The metal 1 layer:
Scale bar: 20 um.
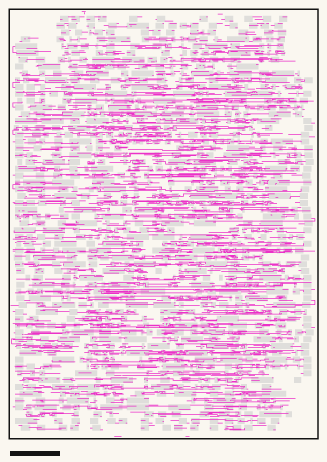
Metal 2:
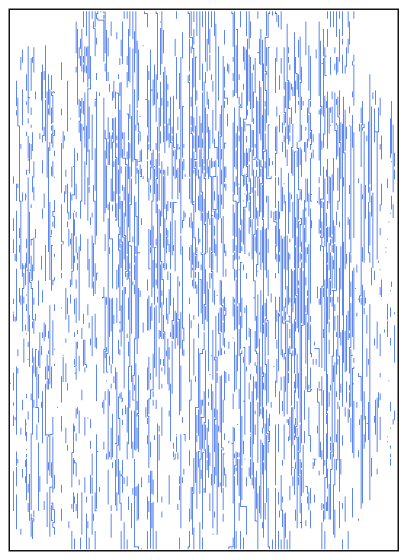
<file path="config.mk">
export PLATFORM = sky130hd
export DESIGN_NAME = instruction_fetch_unit
export DESIGN_NICKNAME = d
export VERILOG_FILES = /design/src/rtl/instruction_fetch_unit.sv
export SDC_FILE = /design/constraint.sdc
export NUM_CORES = 1
export LEC_CHECK = 0
export CAP_MARGIN = 20
export CELL_PAD_IN_SITES_DETAIL_PLACEMENT = 1
export CELL_PAD_IN_SITES_GLOBAL_PLACEMENT = 1
export CORE_ASPECT_RATIO = 1.4
export CORE_MARGIN = 1
export CORE_UTILIZATION = 42
export CTS_CLUSTER_DIAMETER = 150
export DETAILED_ROUTE_END_ITERATION = 6
export HOLD_SLACK_MARGIN = 0.03
export PLACE_DENSITY_LB_ADDON = 0.1
export SYNTH_ARGS = -nofsm -noshare
export SYNTH_HDL_FRONTEND = slang
export SYNTH_SLANG_ARGS = --single-unit
</file>
<file path="constraint.sdc">
create_clock -name clk -period 9 [get_ports clk]
set_input_delay 2.25 -clock clk [delete_from_list [all_inputs] [get_ports clk]]
set_output_delay 2.25 -clock clk [all_outputs]
set_load 0.01 [all_outputs]
</file>
<file path="src/rtl/instruction_fetch_unit.sv">
// rtl/instruction_fetch_unit.sv - instruction fetch stage with redirect kill and stall buffer
module instruction_fetch_unit (
    input  logic        clk,
    input  logic        reset,
    input  logic        branch_taken,
    input  logic [31:0] branch_target,
    input  logic        stall,
    input  logic [31:0] imem_readdata,
    input  logic        imem_busywait,
    output logic        imem_read,
    output logic [31:0] imem_address,
    output logic [31:0] OUT_pc,
    output logic [31:0] OUT_pc_plus_4,
    output logic [31:0] OUT_instruction,
    output logic        fetch_busywait
);

    localparam logic [31:0] NOP = 32'h0000_0013;

    typedef enum logic [1:0] {IDLE, REQ, HELD} state_t;

    state_t      state, state_nxt;
    logic [31:0] pc, pc_nxt;
    logic        kill, kill_nxt;
    logic [31:0] redirect_pc, redirect_pc_nxt;
    logic [31:0] buf_pc, buf_pc_nxt;
    logic [31:0] buf_instr, buf_instr_nxt;

    logic [31:0] target_aligned;
    logic        response;

    assign target_aligned = branch_target & ~32'd3;
    assign response       = (state == REQ) && !imem_busywait;

    // State register; reset takes effect immediately so an in-flight read is dropped
    always_ff @(posedge clk or negedge reset) begin
        if (!reset) begin
            state       <= IDLE;
            pc          <= 32'd0;
            kill        <= 1'b0;
            redirect_pc <= 32'd0;
            buf_pc      <= 32'd0;
            buf_instr   <= NOP;
        end else begin
            state       <= state_nxt;
            pc          <= pc_nxt;
            kill        <= kill_nxt;
            redirect_pc <= redirect_pc_nxt;
            buf_pc      <= buf_pc_nxt;
            buf_instr   <= buf_instr_nxt;
        end
    end

    // Next-state: redirects beat stalls, stalls beat sequential advance
    always_comb begin
        state_nxt       = state;
        pc_nxt          = pc;
        kill_nxt        = kill;
        redirect_pc_nxt = redirect_pc;
        buf_pc_nxt      = buf_pc;
        buf_instr_nxt   = buf_instr;
        case (state)
            IDLE: begin
                if (branch_taken) pc_nxt = target_aligned;
                state_nxt = REQ;
            end
            REQ: begin
                if (!response) begin
                    // memory still busy: remember the redirect, keep the address stable
                    if (branch_taken) begin
                        kill_nxt        = 1'b1;
                        redirect_pc_nxt = target_aligned;
                    end
                end else if (branch_taken) begin
                    pc_nxt   = target_aligned;
                    kill_nxt = 1'b0;
                end else if (kill) begin
                    pc_nxt   = redirect_pc;
                    kill_nxt = 1'b0;
                end else if (stall) begin
                    buf_pc_nxt    = pc;
                    buf_instr_nxt = imem_readdata;
                    state_nxt     = HELD;
                end else begin
                    pc_nxt = pc + 32'd4;
                end
            end
            HELD: begin
                if (branch_taken) begin
                    pc_nxt    = target_aligned;
                    state_nxt = REQ;
                end else if (!stall) begin
                    pc_nxt    = buf_pc + 32'd4;
                    state_nxt = REQ;
                end
            end
            default: state_nxt = IDLE;
        endcase
    end

    // Outputs: a real instruction only on a clean response or from the held buffer
    always_comb begin
        imem_read       = 1'b0;
        imem_address    = pc;
        OUT_pc          = pc;
        OUT_instruction = NOP;
        fetch_busywait  = 1'b1;
        case (state)
            REQ: begin
                imem_read = 1'b1;
                if (response && !kill && !branch_taken && !stall) begin
                    OUT_instruction = imem_readdata;
                    fetch_busywait  = 1'b0;
                end
            end
            HELD: begin
                OUT_pc          = buf_pc;
                OUT_instruction = buf_instr;
                fetch_busywait  = stall || branch_taken;
            end
            default: ;
        endcase
        OUT_pc_plus_4 = OUT_pc + 32'd4;
    end

endmodule

</file>
==> out/results.ini <==
[status]
status=completed

[synthesis]
synth-async-reset-ratio=1.000
ys_types=63
yosys_area_um2=8551
netlist_instances=914
most_common_cell=dfrtp_1
synthAdderAreaFrac=0.01171
synthTopLogicFamily=simple AND/OR/NAND/NOR gates
ys_cells=914
ff_type=dfrtp_1
syn_area_um2=8551
ys_warn_count=0

[worst_setup_path]
path_delay_family=simple AND/OR/NAND/NOR gates
worst_setup_path_end_kind=output pin
path_class=reg2out
worstPathRequired_ps=6750
crit_arrival_ps=4600
path_buffers=2

[clocking]
postCtsSetupBuffers=0
cts.sinks=129
cts_resized=0

[route]
antenna_left=0
drt_iter0_markers=406

[power_and_ir_drop]
power_density_nw_per_um2=371.7
peakVddDrop_mv=0.1512

[placed_design]
hpwl_mm=19.10

[final_timing]
finalSetupTns_ps=0
max-slew-margin-rel=0.3487

[global_route]
grt_max_degree=79
grtUsageMet3=0.06133
busiest_layer=met2

[floorplanning]
rows=61

[layout]
final_layout_top_logic_cells=clkdlybuf4s50_1, dfrtp_1, mux2_2
final_nets=1144
postLayoutCellArea_um2=11180

[job]
warnings=32

About 'the metal 1 layer':
longest straight run: 43.7 um
wire length on this layer: 11200 um
grt met1 use: 0.3302
wirelength, routed: 28.16 mm
Vias: 7814

About 'metal 2':
nets with wire on the layer: 1041
wire length on this layer: 14800 um
share of all routed wire: 52%
main direction: vertical
longest straight run: 69.0 um
met2 Use GR: 0.5007

## stage by stage
| step | std cells | setup slack [ps] | power [W] | util |
|---|---|---|---|---|
| floorplan | 914 | 3143 | 0.002521 | - |
| global placement | 1297 | 2338 | 0.003478 | 0.5326 |
| detailed placement | 1297 | 2301 | 0.003551 | 0.5326 |
| CTS | 1326 | 2100 | 0.004193 | 0.5583 |
| global route | 1329 | 1872 | 0.004458 | 0.5615 |
| finish | 1329 | 2145 | 0.004157 | 0.5615 |
## path summary, 6_finish.rpt
kind	from	end
min in group asynchronous	reset	imem_address[6]
setup reg to reg	state[1]	imem_address[29]
setup / recovery	state[0]	OUT_pc_plus_4[30]
hold reg to reg	redirect_pc[10]	redirect_pc[10]
hold / removal	redirect_pc[10]	redirect_pc[10]
max in group asynchronous	reset	buf_pc[18]
## flip-flops by register name, indices dropped and copies added (netlist names)
register / cells
buf_instr: 32
buf_pc: 32
imem_address: 32
redirect_pc: 30
state: 2
kill: 1
## worst register-to-register path: cells and delay by family (launching register included)
family | cells | cell delay [ps]
simple gates | 2 | 1320
compound gates | 4 | 750
buf+inv | 2 | 580
flops | 1 | 430
fa+ha+maj | 1 | 180
## power breakdown
group | internal [W] | switching (W) | total (W)
registers | 0.000858 | 0.000370 | 0.00123
clock network | 0.000366 | 0.000253 | 0.000619
logic | 0.00116 | 0.00115 | 0.00231
## cell type report
cell class	count	share of cell area
clock buffer	23	0.04273
inverter	25	0.008390
multi-input combinational	685	0.4411
clock inverter	6	0.003132
timing repair buffer	209	0.1875
sequential	129	0.2890
tap	252	0.02819
## layer usage
| metal | routed length, um | vias to the layer above |
|---|---|---|
| met5 | 0 | - |
| li1 | - | 3609 |
| met3 | 1563 | 37 |
| met1 | 11220 | 3956 |
| met2 | 14770 | 212 |
| met4 | 600 | 0 |
No activity file was given, so power comes from the tool's default toggle rates.
